**src/rtl/inv_key_schedule.sv**
```systemverilog
// AES-128 key expansion with a round-key store, read back in decryption order.
// One round key is produced per clock through a single shared SubWord/Rcon datapath.
module inv_key_schedule #(
    parameter int NR = 10,
    parameter int KW = 128
) (
    input  logic          clk,
    input  logic          rst,
    input  logic          load,
    input  logic [KW-1:0] key_in,
    input  logic          rewind,
    input  logic          key_req,
    output logic          busy,
    output logic          key_ready,
    output logic [KW-1:0] rk_out,
    output logic [3:0]    rk_round,
    output logic          rk_valid
);

    typedef enum logic [1:0] {
        IDLE   = 2'd0,
        EXPAND = 2'd1,
        READY  = 2'd2
    } state_t;

    // Forward S-box, entry 0 in the most significant byte.
    localparam logic [0:255][7:0] SBOX = {
        128'h637c777bf26b6fc53001672bfed7ab76,
        128'hca82c97dfa5947f0add4a2af9ca472c0,
        128'hb7fd9326363ff7cc34a5e5f171d83115,
        128'h04c723c31896059a071280e2eb27b275,
        128'h09832c1a1b6e5aa0523bd6b329e32f84,
        128'h53d100ed20fcb15b6acbbe394a4c58cf,
        128'hd0efaafb434d338545f9027f503c9fa8,
        128'h51a3408f929d38f5bcb6da2110fff3d2,
        128'hcd0c13ec5f974417c4a77e3d645d1973,
        128'h60814fdc222a908846eeb814de5e0bdb,
        128'he0323a0a4906245cc2d3ac629195e479,
        128'he7c8376d8dd54ea96c56f4ea657aae08,
        128'hba78252e1ca6b4c6e8dd741f4bbd8b8a,
        128'h703eb5664803f60e613557b986c11d9e,
        128'he1f8981169d98e949b1e87e9ce5528df,
        128'h8ca1890dbfe6426841992d0fb054bb16
    };

    localparam logic [3:0] LAST_ROUND = 4'(NR);

    state_t        state_reg, state_next;
    logic [KW-1:0] cur_reg;
    logic [3:0]    cnt_reg;
    logic [3:0]    rd_ptr_reg;
    logic          busy_reg, key_ready_reg, rk_valid_reg;
    logic [KW-1:0] rk_out_reg;
    logic [3:0]    rk_round_reg;

    logic [KW-1:0] key_store [0:NR];

    logic          start, step, fire, do_rewind;
    logic [31:0]   rot_word, sub_word, temp_word;
    logic [31:0]   w0_next, w1_next, w2_next, w3_next;
    logic [KW-1:0] nxt_key;
    logic [7:0]    rcon;

    always_comb begin
        rcon = 8'h00;
        case (cnt_reg)
            4'd1:    rcon = 8'h01;
            4'd2:    rcon = 8'h02;
            4'd3:    rcon = 8'h04;
            4'd4:    rcon = 8'h08;
            4'd5:    rcon = 8'h10;
            4'd6:    rcon = 8'h20;
            4'd7:    rcon = 8'h40;
            4'd8:    rcon = 8'h80;
            4'd9:    rcon = 8'h1b;
            4'd10:   rcon = 8'h36;
            default: rcon = 8'h00;
        endcase
    end

    assign rot_word = {cur_reg[23:0], cur_reg[31:24]};

    generate
        for (genvar gi = 0; gi < 4; gi++) begin : g_subword
            assign sub_word[gi*8 +: 8] = SBOX[rot_word[gi*8 +: 8]];
        end
    endgenerate

    assign temp_word = sub_word ^ {rcon, 24'h000000};
    assign w0_next   = cur_reg[127:96] ^ temp_word;
    assign w1_next   = cur_reg[95:64]  ^ w0_next;
    assign w2_next   = cur_reg[63:32]  ^ w1_next;
    assign w3_next   = cur_reg[31:0]   ^ w2_next;
    assign nxt_key   = {w0_next, w1_next, w2_next, w3_next};

    // Next state plus one-hot action strobes; READY honours load > rewind > key_req.
    always_comb begin
        state_next = state_reg;
        start      = 1'b0;
        step       = 1'b0;
        fire       = 1'b0;
        do_rewind  = 1'b0;
        case (state_reg)
            IDLE: begin
                if (load) begin
                    start      = 1'b1;
                    state_next = EXPAND;
                end
            end
            EXPAND: begin
                step = 1'b1;
                if (cnt_reg == LAST_ROUND)
                    state_next = READY;
            end
            READY: begin
                if (load) begin
                    start      = 1'b1;
                    state_next = EXPAND;
                end else if (rewind) begin
                    do_rewind = 1'b1;
                end else if (key_req) begin
                    fire = 1'b1;
                end
            end
            default: state_next = IDLE;
        endcase
    end

    // Key store: write port during expansion only, contents need no reset.
    always_ff @(posedge clk) begin
        if (start)
            key_store[0] <= key_in;
        else if (step)
            key_store[cnt_reg] <= nxt_key;
    end

    always_ff @(posedge clk) begin
        if (rst) begin
            state_reg     <= IDLE;
            cur_reg       <= '0;
            cnt_reg       <= 4'd0;
            rd_ptr_reg    <= LAST_ROUND;
            busy_reg      <= 1'b0;
            key_ready_reg <= 1'b0;
            rk_valid_reg  <= 1'b0;
            rk_out_reg    <= '0;
            rk_round_reg  <= 4'd0;
        end else begin
            state_reg    <= state_next;
            rk_valid_reg <= fire;
            if (start) begin
                cur_reg       <= key_in;
                cnt_reg       <= 4'd1;
                busy_reg      <= 1'b1;
                key_ready_reg <= 1'b0;
            end else if (step) begin
                cur_reg <= nxt_key;
                cnt_reg <= cnt_reg + 4'd1;
                if (cnt_reg == LAST_ROUND) begin
                    busy_reg      <= 1'b0;
                    key_ready_reg <= 1'b1;
                    rd_ptr_reg    <= LAST_ROUND;
                end
            end
            if (do_rewind)
                rd_ptr_reg <= LAST_ROUND;
            // Wrap 0 -> NR so back-to-back blocks reuse the same schedule.
            if (fire) begin
                rk_out_reg   <= key_store[rd_ptr_reg];
                rk_round_reg <= rd_ptr_reg;
                rd_ptr_reg   <= (rd_ptr_reg == 4'd0) ? LAST_ROUND : rd_ptr_reg - 4'd1;
            end
        end
    end

    assign busy      = busy_reg;
    assign key_ready = key_ready_reg;
    assign rk_valid  = rk_valid_reg;
    assign rk_out    = rk_out_reg;
    assign rk_round  = rk_round_reg;

endmodule

```
**config.mk**
```make
export PLATFORM = sky130hd
export DESIGN_NAME = inv_key_schedule
export DESIGN_NICKNAME = d
export VERILOG_FILES = /design/src/rtl/inv_key_schedule.sv
export SDC_FILE = /design/constraint.sdc
export NUM_CORES = 2
export LEC_CHECK = 0
export CELL_PAD_IN_SITES_DETAIL_PLACEMENT = 0
export CELL_PAD_IN_SITES_GLOBAL_PLACEMENT = 1
export CORE_MARGIN = 2
export CORE_UTILIZATION = 50
export DETAILED_ROUTE_END_ITERATION = 6
export GPL_TIMING_DRIVEN = 0
export PLACE_DENSITY_LB_ADDON = 0.1
export SLEW_MARGIN = 20
export SYNTH_ARGS = -nofsm -noshare
export SYNTH_HDL_FRONTEND = slang
export SYNTH_SLANG_ARGS = --single-unit
```
**constraint.sdc**
```tcl
create_clock -name clk -period 19.7 [get_ports clk]
set_input_delay 3.94 -clock clk [delete_from_list [all_inputs] [get_ports clk]]
set_output_delay 3.94 -clock clk [all_outputs]
set_load 0.05 [all_outputs]
```
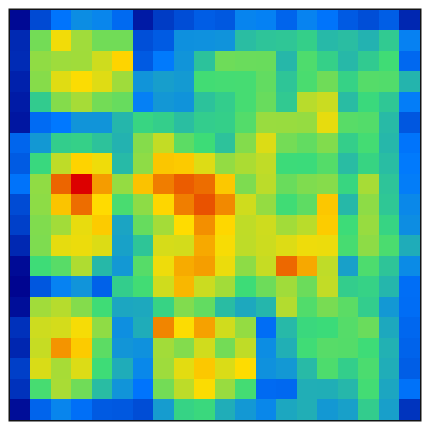
**Above:** routed metal per tile.
Scale: 1 px per um. The die is cut into 20 by 20 equal tiles; dark blue is low, red is high, scaled to the fullest tile. Values are wire area over tile area, all layers added.
- tiles over half the peak: 52%
- densest ninth of the die: centre
- fullest tile: 0.87

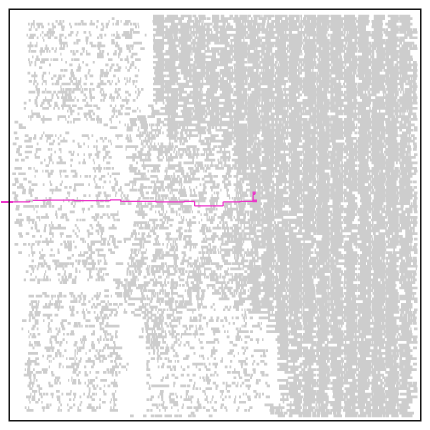
**Above:** nets reached from selected ports.
Scale: 1 px per um.
- magenta: `key_req` (bits 1; direction input; end cells 3; buffers 1; wire 266 um)
I/O pin count: 268
port bufs: 266

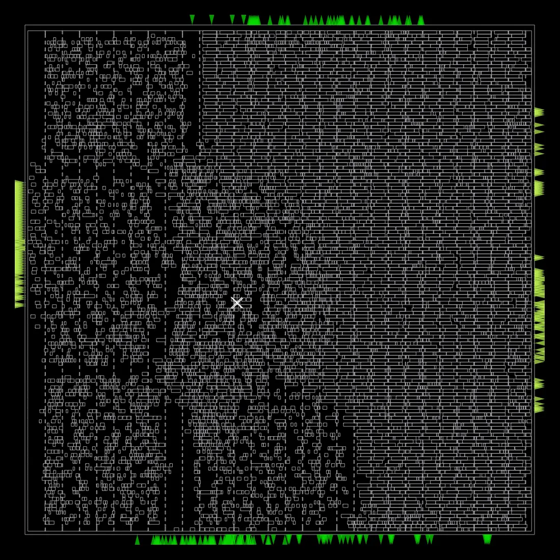
**Above:** placement view.
row count: 148
registers: 1681
Post-Layout Cell Count: 9440

[critical path, cell delays in order, from the launching register on]
cell and delay, ns:
dfxtp_1 0.66, buf_2 0.35, buf_2 0.35, buf_1 0.61, inv_1 0.44, ha_1 0.66, nand2_1 0.51, a21oi_1 0.34
nor3_1 0.12, nor4b_1 1.07, o21ai_0 0.30, a211oi_2 0.80, xnor2_1 0.41, xnor2_1 0.22, o21ai_1 0.90
[layer usage]
metal	GRT usage, %	vias up	wire (um)
met4	29.54	30	32130
li1	-	26420	-
met3	16.31	1595	56460
met5	0	-	202
met1	56.92	34140	135000
met2	66.70	6473	166500
==> flow_summary_export.csv <==
group,metric,value,unit
run_status,outcome,"finished with violations",
run_status,violations,"design-rule violations",
clocking,clk_pin_slew,0.07,ns
final_layout,mostFrequentLayoutCell,"edfxtp_1",
yosys,simple_gate_share,9.617,%
final_layout,comb_share,33.69,%
yosys,syn_nets,6693,
final_layout,areaGrowthSynthToFinish,15.78,%
run,cap_violations,0,
yosys,netlist_instances,6495,
yosys,yosys.area.top_type,"edfxtp_1",
pwr,p_switching,5493,uW
clocking,clkSinkCount,1681,
route,final_antenna_net_count,0,
run,warnings,80,
setup_path,cp.required,20.16,ns
yosys,synthesis.area,82380,um^2
final_layout,fin_nets,7300,
final_timing,fin_crit_sh,41.19,%
worst_hold_path,hold_depth,2,
floorplan,die_y,409.9,um
final_layout,area.share.sequential,50.06,%
clocking,hold_buffers,0,
setup_path,r2r-start,"cur_reg[17]",
final_layout,bufAreaShareNonClock,7.743,%
yosys,ys_seq_share,57.96,%
final_layout,largest_register_ffs,1408,
setup_path,crit_type,"flop to flop",
pwr,p_comb_share,42.2,%
route,viasPerCell,7.273,
final_layout,final_core_util,58.47,%
pwr,ir_worst_vdd,0.1158,mV
setup_path,critPathCapture,"key_store[0][24]",
setup_path,worstPathArrival,8.57,ns
pwr,p_int,7595,uW
clocking,htree_levels,4,
yosys,ys_seq_elements,1681,
global_route,grt_pass1_wl,530700,um
setup_path,endpoint_kind,"flop",
final_timing,slew_violations,0,
yosys,yosysUniqueCellTypes,104,
yosys,flop_cell,"edfxtp_1",
yosys,synth_adder_area_share,1.033,%
clocking,clk_path_buf_depth,3,
global_route,overflow,0,
final_layout,logic_gates,4164,
setup_path,cp-startpoint,"cur_reg[17]",
floorplan,core,163100,um^2
route,wirelength,390300,um
route,drc,7,
pwr,seqPwrFrac,34.4,%
clocking,cts_buffers,152,
yosys,yosys_area,82380,um^2
final_timing,rsz0062_at_grt,"no",
pwr,clk-power,3050,uW
floorplan,tap_cells,2175,
clocking,cts_tree,"built",
final_timing,slew_headroom,11.29,%
final_layout,design_area,95380,um^2
route,wire_per_inst,41.35,um
floorplan,initial_core_util,50.50,%
final_layout,mostFrequentLayoutCells,"edfxtp_1 (1408), nand2_1 (714), clkbuf_1 (392), a21oi_1 (385), o211ai_1 (303)",
final_timing,hold_viol,0,
final_layout,drive_above_1_share,15.37,%
pwr,switching_share,41.97,%
final_timing,worstMarginPinSlew,1.331,ns
final_layout,inv_count,66,
setup_path,crit_fanout,11,
floorplan,fp.dieW,409.9,um
final_layout,buffers,1037,
final_timing,fin_crit,8.114,ns
pwr,finalPower,13090,uW
final_timing,postLayoutSetupSlackWorst,11.59,ns
pwr,power_leakage,0.03165,uW
placement,dp_hpwl,275900,um
worst_hold_path,min_to,"rk_out[100]",
yosys,mux_share,12.12,%
yosys,logic_family,"AND-OR/OR-AND gates",
final_layout,final-clk-cell-share,5.313,%
pwr,clockPowerShare,23.3,%
global_route,grt_max_degree,24,
yosys,area_leaders,"edfxtp_1 (51%), mux4_2 (8.0%), dfxtp_1 (6.6%), nand2_1 (3.3%), o211ai_1 (2.8%)",
placement,placed_area,90190,um^2
yosys,post_synth_ao_oa_area_fraction,13.76,%
Power and IR drop assume default switching activity.
